File: config.mk
export PLATFORM = sky130hd
export DESIGN_NAME = execute_muldiv_ctrl_flat
export DESIGN_NICKNAME = d
export VERILOG_FILES = /design/src/rtl/muldiv_pkg.sv /design/src/rtl/execute_muldiv_ctrl_if.sv /design/src/rtl/muldiv_sign_fix.sv /design/src/rtl/execute_muldiv_ctrl.sv /design/src/flat_wrapper.sv
export SDC_FILE = /design/constraint.sdc
export NUM_CORES = 1
export LEC_CHECK = 0
export CAP_MARGIN = 10
export CORE_ASPECT_RATIO = 1.25
export CORE_UTILIZATION = 40
export CTS_BUF_LIST = sky130_fd_sc_hd__clkbuf_16
export CTS_CLUSTER_SIZE = 25
export DETAILED_ROUTE_END_ITERATION = 10
export SLEW_MARGIN = 30
export SYNTH_ARGS = -nofsm -noshare
export SYNTH_HDL_FRONTEND = slang
export SYNTH_SLANG_ARGS = --single-unit
File: constraint.sdc
create_clock -name clk -period 6.6 [get_ports clk]
set_clock_uncertainty 0.05 [all_clocks]
set_input_delay 1.32 -clock clk [delete_from_list [all_inputs] [get_ports clk]]
set_output_delay 1.32 -clock clk [all_outputs]
set_load 0.005 [all_outputs]
File: src/rtl/muldiv_pkg.sv
// muldiv_pkg: shared constants, funct3 codes and FSM state type for the RV32M sequencer
package muldiv_pkg;
  localparam int XLEN = 32;
  localparam int CNT_W = $clog2(XLEN + 1);
  localparam logic [2:0] MD_MUL    = 3'b000;
  localparam logic [2:0] MD_MULH   = 3'b001;
  localparam logic [2:0] MD_MULHSU = 3'b010;
  localparam logic [2:0] MD_MULHU  = 3'b011;
  localparam logic [2:0] MD_DIV    = 3'b100;
  localparam logic [2:0] MD_DIVU   = 3'b101;
  localparam logic [2:0] MD_REM    = 3'b110;
  localparam logic [2:0] MD_REMU   = 3'b111;
  typedef enum logic [1:0] {IDLE, CALC, FIXUP, DONE} md_state_t;
endpackage

File: src/rtl/execute_muldiv_ctrl_if.sv
// execute_muldiv_ctrl_if: execute-stage <-> mul/div handshake
// master (execute stage) drives start/funct3/op_a/op_b/rd_in/flush; slave (sequencer) drives stall/result_valid/result/rd_out
interface execute_muldiv_ctrl_if
  import muldiv_pkg::*;
();
  logic            start;
  logic [2:0]      funct3;
  logic [XLEN-1:0] op_a;
  logic [XLEN-1:0] op_b;
  logic [4:0]      rd_in;
  logic            flush;
  logic            stall;
  logic            result_valid;
  logic [XLEN-1:0] result;
  logic [4:0]      rd_out;
  modport master (output start, funct3, op_a, op_b, rd_in, flush, input stall, result_valid, result, rd_out);
  modport slave  (input start, funct3, op_a, op_b, rd_in, flush, output stall, result_valid, result, rd_out);
endinterface

File: src/rtl/muldiv_sign_fix.sv
// muldiv_sign_fix: optional two's-complement negate of a W-bit value
// i_val: value, i_neg: negate when 1, o_val: result
module muldiv_sign_fix #(
  parameter int W = 32
) (
  input  logic [W-1:0] i_val,
  input  logic         i_neg,
  output logic [W-1:0] o_val
);
  assign o_val = i_neg ? -i_val : i_val;
endmodule

File: src/rtl/execute_muldiv_ctrl.sv
// execute_muldiv_ctrl: iterative RV32M multiply/divide sequencer with pipeline stall
// clk/rst_n: clock and async active-low reset; bus: execute-stage handshake (slave side)
module execute_muldiv_ctrl
  import muldiv_pkg::*;
(
  input logic                  clk,
  input logic                  rst_n,
  execute_muldiv_ctrl_if.slave bus
);
  md_state_t         r_state;
  logic [2:0]        r_f3;
  logic [4:0]        r_rd;
  logic              r_sa;
  logic              r_sb;
  logic [XLEN-1:0]   r_a;
  logic [XLEN-1:0]   r_b;
  logic [CNT_W-1:0]  r_cnt;
  logic [2*XLEN-1:0] r_acc;
  logic [XLEN:0]     r_rem;
  logic [XLEN-1:0]   r_result;
  logic [4:0]        r_rd_out;
  logic              r_valid;
  logic              w_sa;
  logic              w_sb;
  logic              w_accept;
  logic              w_div0;
  logic              w_ovf;
  logic              w_fast;
  logic              w_borrow;
  logic [XLEN-1:0]   w_mag_a;
  logic [XLEN-1:0]   w_mag_b;
  logic [XLEN-1:0]   w_fast_res;
  logic [XLEN:0]     w_madd;
  logic [XLEN:0]     w_sh;
  logic [XLEN:0]     w_diff;
  logic [2*XLEN-1:0] w_p_fix;
  logic [XLEN-1:0]   w_q_fix;
  logic [XLEN-1:0]   w_r_fix;
  logic [XLEN-1:0]   w_res;
  assign w_sa = (bus.funct3 inside {MD_MULH, MD_MULHSU, MD_DIV, MD_REM}) & bus.op_a[XLEN-1];
  assign w_sb = (bus.funct3 inside {MD_MULH, MD_DIV, MD_REM}) & bus.op_b[XLEN-1];
  assign w_accept = bus.start & ~bus.flush & (r_state == IDLE || r_state == DONE);
  assign w_div0 = bus.funct3[2] & (bus.op_b == '0);
  assign w_ovf = (bus.funct3 inside {MD_DIV, MD_REM}) & (bus.op_a == {1'b1, {(XLEN-1){1'b0}}}) & (bus.op_b == '1);
  assign w_fast = w_div0 | w_ovf;
  // overflow case: op_a is the most-negative value, which is also the DIV answer
  assign w_fast_res = w_div0 ? (bus.funct3[1] ? bus.op_a : '1) : (bus.funct3[1] ? '0 : bus.op_a);
  muldiv_sign_fix #(.W(XLEN)) u_mag_a (.i_val(bus.op_a), .i_neg(w_sa), .o_val(w_mag_a));
  muldiv_sign_fix #(.W(XLEN)) u_mag_b (.i_val(bus.op_b), .i_neg(w_sb), .o_val(w_mag_b));
  // multiply: r_acc = {partial high, remaining multiplier bits}
  assign w_madd = {1'b0, r_acc[2*XLEN-1:XLEN]} + {1'b0, r_acc[0] ? r_a : {XLEN{1'b0}}};
  // divide: r_acc[XLEN-1:0] shifts dividend bits out and quotient bits in
  assign w_sh = {r_rem[XLEN-1:0], r_acc[XLEN-1]};
  assign w_diff = w_sh - {1'b0, r_b};
  assign w_borrow = w_diff[XLEN] & ~r_rem[XLEN];
  muldiv_sign_fix #(.W(2*XLEN)) u_fix_p (.i_val(r_acc), .i_neg(r_sa ^ r_sb), .o_val(w_p_fix));
  muldiv_sign_fix #(.W(XLEN)) u_fix_q (.i_val(r_acc[XLEN-1:0]), .i_neg(r_sa ^ r_sb), .o_val(w_q_fix));
  muldiv_sign_fix #(.W(XLEN)) u_fix_r (.i_val(r_rem[XLEN-1:0]), .i_neg(r_sa), .o_val(w_r_fix));
  assign w_res = r_f3[2] ? (r_f3[1] ? w_r_fix : w_q_fix) : (r_f3[1:0] == 2'b00 ? w_p_fix[XLEN-1:0] : w_p_fix[2*XLEN-1:XLEN]);
  assign bus.stall = ~bus.flush & ((r_state == IDLE || r_state == DONE) ? bus.start : 1'b1);
  assign bus.result_valid = r_valid;
  assign bus.result = r_result;
  assign bus.rd_out = r_rd_out;
  always_ff @(posedge clk or negedge rst_n) begin
    if (!rst_n) begin
      r_state <= IDLE;
      r_f3 <= '0;
      r_rd <= '0;
      r_sa <= 1'b0;
      r_sb <= 1'b0;
      r_a <= '0;
      r_b <= '0;
      r_cnt <= '0;
      r_acc <= '0;
      r_rem <= '0;
      r_result <= '0;
      r_rd_out <= '0;
      r_valid <= 1'b0;
    end else if (bus.flush) begin
      r_state <= IDLE;
      r_valid <= 1'b0;
    end else if (w_accept) begin
      r_f3 <= bus.funct3;
      r_rd <= bus.rd_in;
      r_sa <= w_sa;
      r_sb <= w_sb;
      r_a <= w_mag_a;
      r_b <= w_mag_b;
      r_cnt <= CNT_W'(XLEN);
      r_acc <= {{XLEN{1'b0}}, bus.funct3[2] ? w_mag_a : w_mag_b};
      r_rem <= '0;
      r_state <= w_fast ? DONE : CALC;
      r_valid <= w_fast;
      if (w_fast) begin
        r_result <= w_fast_res;
        r_rd_out <= bus.rd_in;
      end
    end else if (r_state == CALC) begin
      r_acc <= r_f3[2] ? {r_acc[2*XLEN-1:XLEN], r_acc[XLEN-2:0], ~w_borrow} : {w_madd, r_acc[XLEN-1:1]};
      r_rem <= r_f3[2] ? (w_borrow ? w_sh : w_diff) : r_rem;
      r_cnt <= r_cnt - CNT_W'(1);
      r_state <= (r_cnt == CNT_W'(1)) ? FIXUP : CALC;
    end else if (r_state == FIXUP) begin
      r_result <= w_res;
      r_rd_out <= r_rd;
      r_valid <= 1'b1;
      r_state <= DONE;
    end else if (r_state == DONE) begin
      r_valid <= 1'b0;
      r_state <= IDLE;
    end
  end
endmodule

File: src/flat_wrapper.sv
// flat-port wrapper written by rule: the top's interface ports become plain ports
module execute_muldiv_ctrl_flat import muldiv_pkg::*;
  (clk, rst_n, bus_start, bus_funct3, bus_op_a, bus_op_b, bus_rd_in, bus_flush, bus_stall, bus_result_valid, bus_result, bus_rd_out);
  execute_muldiv_ctrl_if bus_i ();
  input logic clk;
  input logic rst_n;
  input wire logic [$bits(bus_i.start)-1:0] bus_start;
  input wire logic [$bits(bus_i.funct3)-1:0] bus_funct3;
  input wire logic [$bits(bus_i.op_a)-1:0] bus_op_a;
  input wire logic [$bits(bus_i.op_b)-1:0] bus_op_b;
  input wire logic [$bits(bus_i.rd_in)-1:0] bus_rd_in;
  input wire logic [$bits(bus_i.flush)-1:0] bus_flush;
  output wire logic [$bits(bus_i.stall)-1:0] bus_stall;
  output wire logic [$bits(bus_i.result_valid)-1:0] bus_result_valid;
  output wire logic [$bits(bus_i.result)-1:0] bus_result;
  output wire logic [$bits(bus_i.rd_out)-1:0] bus_rd_out;
  assign bus_i.start = bus_start;
  assign bus_i.funct3 = bus_funct3;
  assign bus_i.op_a = bus_op_a;
  assign bus_i.op_b = bus_op_b;
  assign bus_i.rd_in = bus_rd_in;
  assign bus_i.flush = bus_flush;
  assign bus_stall = bus_i.stall;
  assign bus_result_valid = bus_i.result_valid;
  assign bus_result = bus_i.result;
  assign bus_rd_out = bus_i.rd_out;
  execute_muldiv_ctrl u_core (.clk(clk), .rst_n(rst_n), .bus(bus_i));
endmodule
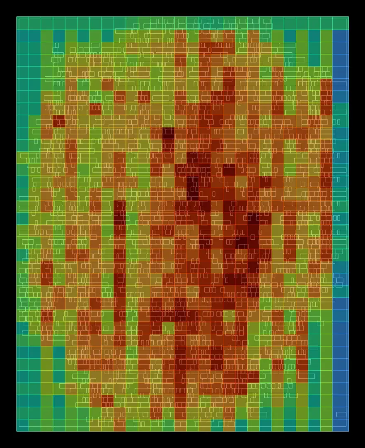
Figure 1: run 1, routing congestion.
M2 GR Usage: 0.498
Avg WL per Cell: 23.2 microns
fin util: 0.463
GR Util met1: 0.367

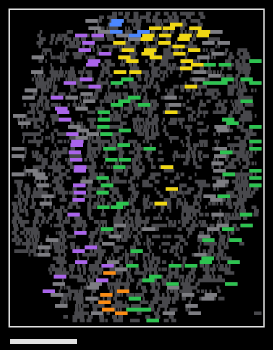
Figure 2: run 1, where the registers sit.
Scale bar: 50 microns. Other sequential cells in the stronger gray, the rest of the logic in the fainter gray.
- u_core.r_rem: purple (placed flops 33; where a column on the left)
- u_core.bus.rd_out: blue (placed flops 5; where top middle)
- u_core.r_cnt: orange (placed flops 6; where bottom middle)
- u_core.bus.result: yellow (placed flops 32)
- u_core.r_acc: green (placed flops 64)
- not colored: 77
FF/Latch Area: 0.00543 sq mm
flop share of the area: 0.273
power in sequential cells: 2460 uW

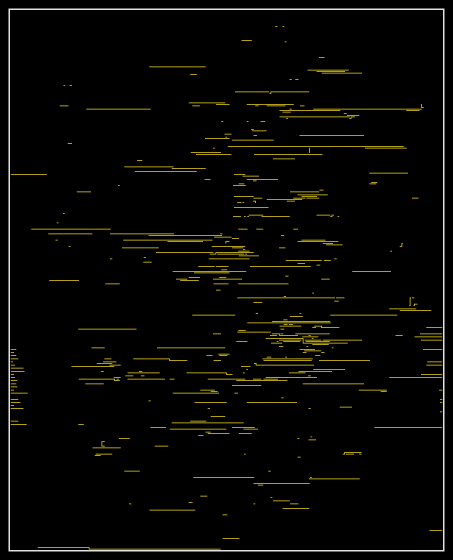
Figure 3: run 1, M3 wires.
- main direction: horizontal
- longest straight run: 76.4 microns

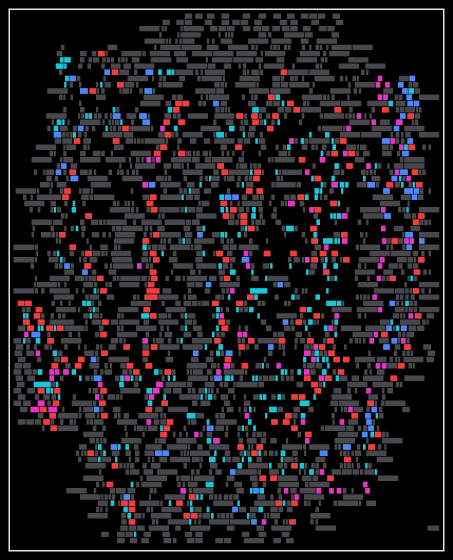
Figure 4: run 1, selected gate families.
- non-inverting ao/oa cells: blue (cells 75; where widely spread)
- nor cells: cyan (cells 252; where widely spread)
- and/or cells: magenta (cells 97)
- xor and xnor cells: red (cells 200)
multi-input combinational area share: 0.568
Layout Cells excl Fill: 2818

==> results.yml, run 1 <==
# synthesis and place-and-route metrics
worst_setup_path:
  cp.buffers_inverters: 2
  worst-path-stages: 10
  slowest_delay_ns: 0.74
  cp_max_fo: 51
  cp.required_ns: 7.01
  path_cells: "clkdlybuf4s50_1 > nor4_1 > nor4b_1 > nor3b_1 > and4_1 > nor3b_1 > or2_1 > a211o_2 > buf_4 > mux2_4"
  crit_top_cell: "nor3b_1"
  r2r_slack_ns: 2.23
  cp-start-kind: "input port"
  r2r-start: "u_core.r_acc[31]"
  worstPathArrival_ns: 5.46
  critPathTopFamily: "simple AND/OR/NAND/NOR gates"
  endpoint_kind: "flip-flop"
drt:
  drc: 0
  drt_iter0_drc: 1513
  drtAntennaViolNets: 0
  drtPass1Iterations: 5
  drt-total-wl_mm: 65.5
  vias_per_cell: 5.95
  vias: 16769
pwr:
  total_power_uw: 9130
  power_frac_seq: 0.269
  vdd_drop_max_uv: 251
  p_clk_frac: 0.159
  top_power_group: "combinational cells"
  combPwrFrac: 0.572
  leakage_uw: 0.00856
  p_sw_uw: 4540
die:
  fp.dieW_microns: 189
  std_cell_rows: 85
  design.core.area_sq_mm: 0.0430
  fp_util: 0.405
  io_pins: 115
  die_h_microns: 235
  taps: 565
  dieArea_sq_mm: 0.0444
synthesis:
  ys.flops: 217
  synth.logic.top_family: "AND-OR/OR-AND gates"
  ys_chip_area_sq_mm: 0.0174
  ys_sh_adder: 0.0555
  ys_sh_aoi: 0.228
  yosysSeqAreaShare: 0.312
  synthMuxAreaShare: 0.0564
  yosysUniqueCellTypes: 78
  ys_warn_count: 0
  synthCells: 2186
  ff_type: "dfrtp_1"
  synth.cell_area_sq_mm: 0.0174
  xor_share: 0.101
  yosys_cells: 2186
  avgSynthCellArea_sq_um: 7.96
  edf_count: 0
  top_cell_area_share: 0.312
  yosysTopAreaCell: "dfrtp_1"
  syn_nets: 2338
layout:
  signal_buffers: 141
  dominant_cells: "logic gates"
  comb_area_sq_mm: 0.0113
  flop-count: 217
  area_delta_synth_final_pct: 14.3
  layout_top_cell: "nand2_1"
  inverters: 75
  mostFrequentLayoutCells: "326 x nand2_1, 261 x o21ai_0, 216 x dfrtp_1"
  nClkBuffers: 27
  nets: 2387
  final-clk-cell-share: 0.0413
  non_clock_buffer_area_share: 0.0679
  diodes: 0
  layout-drive-gt1-share: 0.0488
  post-route-cell-area_sq_mm: 0.0199
  layout.filler_cells: 4366
hold_path:
  hold_path.class: "flip-flop to flip-flop"
clock_network:
  clkLatencyLatePin_ns: 0.57
  clk_pin_slew_worst_paths_ns: 0.06
  cts_root_buffer: "clkbuf_16"
  clock-sinks: 217
  cts_tree: "done"
  cts_inserted_buffers: 27
  postCtsSetupRepairBufs: 0
  cts_max_path_buffers: 3
run_status:
  status: "finished, final reports clean"
timing:
  relSlewSlack: 0.271
  rsz0062_at_grt: "false"
  finalSetupViolCount: 0
  worst_pin_slew_ns: 1.09
  fin_ws_ns: 1.55
  fin_tns_setup_ns: 0
  finalCriticalPeriod_ns: 5.05
  fin_crit_sh: 0.765
  drv_slew: 0
  fmax_mhz: 198
  holdWs_ns: 0.422
global_routing:
  grt_first_pass_wirelength_mm: 101
  grt_max_degree: 119
  gr-total-overflow: 0
  grt_pass1_vias: 16521
  antenna_found_initial: 0
placement:
  port_buffers: 114
  finalWeightedCongestion: 0.998
  place_ws_ns: 1.09
  placed_cells: 2770
flow_run:
  warnings: 34
==> run 1: cells in the mapped netlist (6+ instances only) <==
cell and n:
or3_1 23, nand3_1 37, o22ai_1 7, a211oi_1 18, a31oi_1 29, o21ai_0 261, ha_1 74, dfrtp_1 217
a2111oi_0 8, or4_1 11, nand2b_1 18, nor4_1 28, a21o_1 35, a21oi_1 129, o21a_1 7, and3_1 13
o21ai_1 11, mux2i_1 79, o221ai_1 9, inv_1 75, a41oi_1 6, a221oi_1 16, o31ai_1 33, and4_1 6
o211ai_1 23, mux2_2 9, nand4_1 18, xor2_1 111, buf_1 13, xnor2_1 89, and2_1 37, clkbuf_1 102
nor2b_1 14, nand2_1 326, o41ai_1 12, nor2_1 145, nor3_1 49
==> run 1: state kept, by name, summed over array words and instances, names as in the netlist <==
register and count:
u_core.r_rem 33, u_core.r_a 32, u_core.r_cnt 6, u_core.r_b 32
u_core.bus.rd_out 5, u_core.r_acc 64, u_core.bus.result_valid 1, u_core.bus.result 32
u_core.r_state 2, u_core.r_sb 1, u_core.r_sa 1, u_core.r_f3 3
u_core.r_rd 5
==> run 1: worst min-delay path by stage <==
stage                         from             end  slack (ns)  depth (start not counted)
floorplan           u_core.r_a[31]  u_core.r_a[31]        0.39                          2
global placement    u_core.r_a[10]  u_core.r_a[10]        0.41                          2
detailed placement  u_core.r_a[15]  u_core.r_a[15]        0.41                          2
CTS                 u_core.r_a[15]  u_core.r_a[15]        0.43                          2
global route        u_core.r_b[19]  u_core.r_b[19]        0.45                          2
finish              u_core.r_a[15]  u_core.r_a[15]        0.42                          2
==> run 1: routing by layer <==
| metal | track usage | routed length [microns] |
|---|---|---|
| met1 | 0.367 | 27100 |
| met2 | 0.498 | 31300 |
| met3 | 0.0295 | 2930 |
| met4 | 0.167 | 4160 |
| met5 | 0 | 0 |
--- run 2 (diff from run 1) ---
clock period = 5.1 ns   (was 6.6 ns; I/O delays follow)
==> run 2 against run 1 <==
  * Critical path depth rose by 3
  * Total power grew 32%
  * Utilization up 0.79 points
  * Area after synthesis did not move
  * Setup slack got worse by 0.79 ns
  * Global-route usage grew 0.64 points
  * Hold slack got worse by 0.0028 ns
  * Cell count is 1.3% higher
  * Final area grew 1.7%
  * Via count increased by 2.1%
  * Combinational power up about 30%
  * Flip-flop count stayed put
==> results.yml, run 2 <==
# synthesis and place-and-route metrics
layout:
  largest_reg_flops: 64
  mostFrequentLayoutCells: "326 x nand2_1, 261 x o21ai_0, 216 x dfrtp_1"
  area_delta_synth_final_pct: 16.2
  nets: 2421
  layout_top_cell: "nand2_1"
  top_register: "u_core.r_acc"
  layout-drive-gt1-share: 0.0616
  reg.largest.list: "u_core.r_acc x64, u_core.r_rem x33"
  diodes: 0
synthesis:
  xor_share: 0.101
  synthMuxAreaShare: 0.0564
  ys.flops: 217
  synthArstFlopShare: 1.00
  edf_count: 0
  top_cell_area_share: 0.312
  ys_sh_adder: 0.0555
  top_cells_by_count: "326 x nand2_1, 261 x o21ai_0, 217 x dfrtp_1"
  ff_type: "dfrtp_1"
  yosys_cells: 2186
  synth.cell_area_sq_mm: 0.0174
  area_leaders: "dfrtp_1 31%, o21ai_0 7.5%, nand2_1 7.0%, xor2_1 5.6%, ha_1 5.3%"
  avgSynthCellArea_sq_um: 7.96
  synth.logic.top_family: "AND-OR/OR-AND gates"
  ys_chip_area_sq_mm: 0.0174
  syn_nets: 2338
  yosysTopAreaCell: "dfrtp_1"
  ys_sh_aoi: 0.228
  yosysUniqueCellTypes: 78
  yosysMostFrequentCell: "nand2_1"
  ys_warn_count: 0
  synthCells: 2186
  yosysSeqAreaShare: 0.312
worst_setup_path:
  slowest_delay_ns: 0.52
  cp-start-kind: "flip-flop"
  crit_top_cell: "nand2b_1"
  path_cells: "inv_1 > ha_1 > fa_1 > nand2b_1 > a211o_1 > a311o_1 > a21oi_1 > nand2b_1 > a31o_2 > mux2i_4 > buf_4 > nand2_1 > o221ai_1"
  endpoint_kind: "flip-flop"
  worstPathArrival_ns: 4.79
  cp_max_fo: 36
  cp.required_ns: 5.55
global_routing:
  antenna_found_initial: 1
  gr-total-overflow: 0
  busiest_layer: "met2"
  met1_usage: 0.372
  grt_first_pass_wirelength_mm: 102
  use_met3: 0.0329
  grt_use_met2: 0.511
  grt_pass1_vias: 16654
  grt_max_degree: 98
drt:
  drc: 0
  drtPass1Iterations: 5
  drt-total-wl_mm: 67.5
  wl_met2_mm: 32.4
  vias: 17116
  highest_layer: "met5"
  wl_met1_mm: 27.4
  drtAntennaViolNets: 0
  drt_iter0_drc: 1558
  vias_per_cell: 6.00
hold_path:
  hold_path.class: "input port to async pin"
pwr:
  p_sw_uw: 5910
  combPwrFrac: 0.562
  power_frac_seq: 0.268
  leakage_uw: 0.00877
  vdd_drop_max_uv: 313
clock_network:
  cts_tree: "done"
  cts_inserted_buffers: 28
  ctsHoldBuffers: 0
  clk_pin_slew_worst_paths_ns: 0.06
  cts_root_buffer: "clkbuf_16"
  clkLatencyLatePin_ns: 0.59
  clock-sinks: 217
  postCtsSetupRepairBufs: 0
timing:
  drv_slew: 0
  finalCriticalPeriod_ns: 4.34
  rsz0062_at_grt: "false"
  finalSetupViolCount: 0
  fin_tns_setup_ns: 0
  fin_crit_sh: 0.851
  fin_ws_ns: 0.762
  fmax_mhz: 231
die:
  fp_util: 0.405
  std_cell_rows: 85
  die_h_microns: 235
  dieArea_sq_mm: 0.0444
  design.core.area_sq_mm: 0.0430
run_status:
  status: "finished, final reports clean"
placement:
  port_buffers: 114
  finalWeightedCongestion: 0.965
  place_ws_ns: 0.368
flow_run:
  warnings: 30
-- run 2: cell type report --
type	instances	area, sq um
inverters	75	282
clock inverters	23	221
multi-input cells	1773	11300
clock buffers	28	701
flip-flops and latches	217	5430
fillers	4268	22700
repair buffers	174	1600
well taps	565	707
-- run 2: worst max-delay path: cells and delay by family (launching register included) --
family | cells | cell delay, ns
adder cells (fa/ha/maj) | 2 | 0.66
multiplexers | 1 | 0.23
AND-OR/OR-AND | 5 | 1.40
flip-flops | 1 | 0.52
buffers and inverters | 2 | 0.71
AND/OR/NAND/NOR | 3 | 0.67
-- run 2: power groups by stage --
stage | clock network [uW] | registers (uW) | logic [uW]
after floorplan | 0 | 2790 | 4550
after global placement | 0 | 3210 | 6580
after detailed placement | 0 | 3220 | 6610
after CTS | 2080 | 3200 | 6650
after global routing | 2140 | 3290 | 7330
final | 2050 | 3230 | 6760
-- run 2: worst paths after layout --
path,startpoint,endpoint,slack (ns),cells past startpoint
worst max-delay path,u_core.r_acc[31],u_core.r_rem[28],0.76,13
worst min-delay path,rst_n,u_core.r_acc[39],0.42,1
worst max register to register,u_core.r_acc[31],u_core.r_rem[28],0.76,13
worst min register to register,u_core.r_a[6],u_core.r_a[6],0.42,2
max in group asynchronous,rst_n,u_core.r_acc[12],3.46,2
min in group clk,u_core.r_a[6],u_core.r_a[6],0.42,2
-- run 2: metrics by stage --
step                hold slack (ns)  std cells  total power, uW  instance area [sq um]  utilization
finish                        0.419       2855            12000                  20200        0.471
CTS                           0.425       2855            11900                  20200        0.471
global route                  0.438       2855            12800                  20200        0.471
global placement              0.405       2804             9790                  19300        0.449
floorplan                     0.388       2186             7330                  17400            -
detailed placement            0.412       2804             9830                  19300        0.449
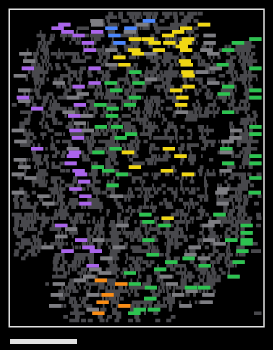
Figure 5: run 2, where the registers sit.
Scale bar: 50 microns. Other sequential cells in the stronger gray, the rest of the logic in the fainter gray.
- u_core.bus.result: yellow (placed flops 32)
- u_core.r_acc: green (placed flops 64)
- u_core.r_rem: purple (placed flops 33; where a column on the left)
- u_core.r_cnt: orange (placed flops 6)
- u_core.bus.rd_out: blue (placed flops 5; where top middle)
- not colored: 77
power in sequential cells: 3230 uW
fin util: 0.471
flop share of the area: 0.268

--- run 3 (diff from run 2) ---
CTS_CLUSTER_SIZE = 20   (was 25)
==> run 3 against run 2 <==
  * Via count unchanged
  * Combinational power about the same
  * Count of clock-buffer cells in the layout unchanged
  * Critical path depth is the same
  * Largest cell class unchanged
  * Largest power group unchanged
==> results.yml, run 3 <==
# synthesis and place-and-route metrics
run_status:
  status: "finished, final reports clean"
worst_setup_path:
  r2r_slack_ns: 0.76
  r2r_cells: 13
  worstPathArrival_ns: 4.79
  cp_max_fo: 36
  r2r-start: "u_core.r_acc[31]"
  r2r_end: "u_core.r_rem[28]"
layout:
  layout.filler_cells: 4268
  layout-drive-gt1-share: 0.0616
  area_delta_synth_final_pct: 16.2
  diodes: 0
  top_register: "u_core.r_acc"
  final_cell_count_no_fill: 2855
  nets: 2421
  post-route-cell-area_sq_mm: 0.0202
  layout_top_cell: "nand2_1"
  mostFrequentLayoutCells: "326 x nand2_1, 261 x o21ai_0, 216 x dfrtp_1"
pwr:
  vdd_drop_max_uv: 313
  total_power_uw: 12000
  leakage_uw: 0.00877
placement:
  finalWeightedCongestion: 0.965
timing:
  drv_slew: 0
  finalSetupViolCount: 0
  worst_pin_slew_ns: 0.950
  fin_crit_sh: 0.851
  finalCriticalPeriod_ns: 4.34
  fmax_mhz: 231
  holdWs_ns: 0.419
synthesis:
  top_cell_area_share: 0.312
  area_leaders: "dfrtp_1 31%, o21ai_0 7.5%, nand2_1 7.0%, xor2_1 5.6%, ha_1 5.3%"
  yosysSeqAreaShare: 0.312
  synth.logic.top_family: "AND-OR/OR-AND gates"
  ys_sh_aoi: 0.228
  synthArstFlopShare: 1.00
  avgSynthCellArea_sq_um: 7.96
  synthCells: 2186
  syn_nets: 2338
  xor_share: 0.101
  ys_sh_adder: 0.0555
  ys_chip_area_sq_mm: 0.0174
  top_cells_by_count: "326 x nand2_1, 261 x o21ai_0, 217 x dfrtp_1"
  yosysUniqueCellTypes: 78
  ff_type: "dfrtp_1"
die:
  design.core.area_sq_mm: 0.0430
  fp.dieW_microns: 189
  io_pins: 115
  dieArea_sq_mm: 0.0444
global_routing:
  grt_max_degree: 98
  gr-total-overflow: 0
clock_network:
  cts_root_buffer: "clkbuf_16"
  postCtsSetupRepairBufs: 0
  clk_pin_slew_worst_paths_ns: 0.06
  cts_inserted_buffers: 28
  cts_tree: "done"
drt:
  vias: 17116
  drt_iter0_drc: 1558
  vias_per_cell: 6.00
  drt-total-wl_mm: 67.5
  wl_per_cell_microns: 23.6
  drtPass1Iterations: 5
  drc: 0
hold_path:
  hold_path.class: "input port to async pin"
==> run 3: cell counts after synthesis <==
No cell type changed its count.
==> run 3: how the worst max path moves through the flow <==
stage / from / endpoint / slack [ns] / cells after the start
2_1_floorplan: bus_op_b[10] / u_core.bus.rd_out[0] / 1.47 / 9
3_3_place_gp: bus_op_a[24] / u_core.bus.result[3] / 0.44 / 12
3_5_place_dp: bus_op_a[22] / u_core.bus.result[13] / 0.37 / 11
4_1_cts: u_core.r_acc[31] / u_core.r_rem[28] / 0.80 / 13
5_1_grt: u_core.r_acc[31] / u_core.r_rem[28] / 0.58 / 13
6_report: u_core.r_acc[31] / u_core.r_rem[28] / 0.76 / 13
==> run 3: worst max-delay path, stage by stage (launching register included) <==
cell	delay, ns
dfrtp_1	0.52
inv_1	0.21
ha_1	0.28
fa_1	0.38
nand2b_1	0.20
a211o_1	0.33
a311o_1	0.41
a21oi_1	0.14
nand2b_1	0.22
a31o_2	0.28
mux2i_4	0.23
buf_4	0.50
nand2_1	0.25
o221ai_1	0.24
==> run 3: layer usage <==
metal  up-vias  GRT usage  share of wire
li1       7997          -              -
met1      8332      0.372           0.41
met2       628      0.511           0.48
met3       157     0.0329          0.052
met4         2      0.169          0.060
met5         -          0        0.00021
==> run 3: layout make-up <==
class / instances / area (sq um) / share of cell area
multi-input combinational: 1773 / 11300 / 0.558
sequential: 217 / 5430 / 0.268
timing repair buffer: 174 / 1600 / 0.0793
tap: 565 / 707 / 0.0349
clock buffer: 28 / 701 / 0.0346
inverter: 75 / 282 / 0.0139
clock inverter: 23 / 221 / 0.0109
==> run 3: report_power, final <==
part           internal (uW)  total (uW)  switching, uW
logic                   2590        6760           4180
registers               2350        3230            880
clock network           1190        2050            854
total                   6130       12000           5910
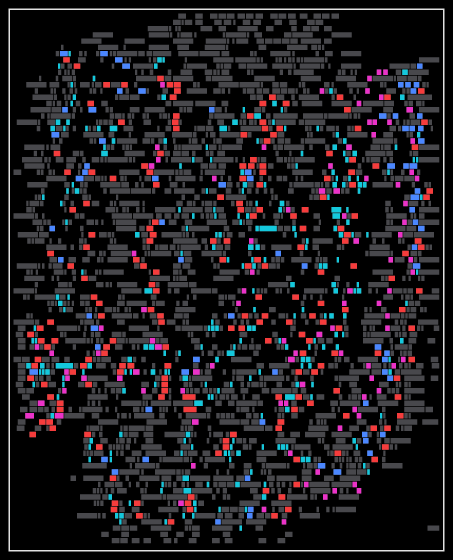
Figure 6: run 3, selected gate families.
- and/or cells: magenta (cells 97; where widely spread)
- xor and xnor cells: red (cells 200; where widely spread)
- nor cells: cyan (cells 252; where widely spread)
- non-inverting ao/oa cells: blue (cells 75; where widely spread)

Power figures rest on the tool's default switching activity, not on a simulated workload.
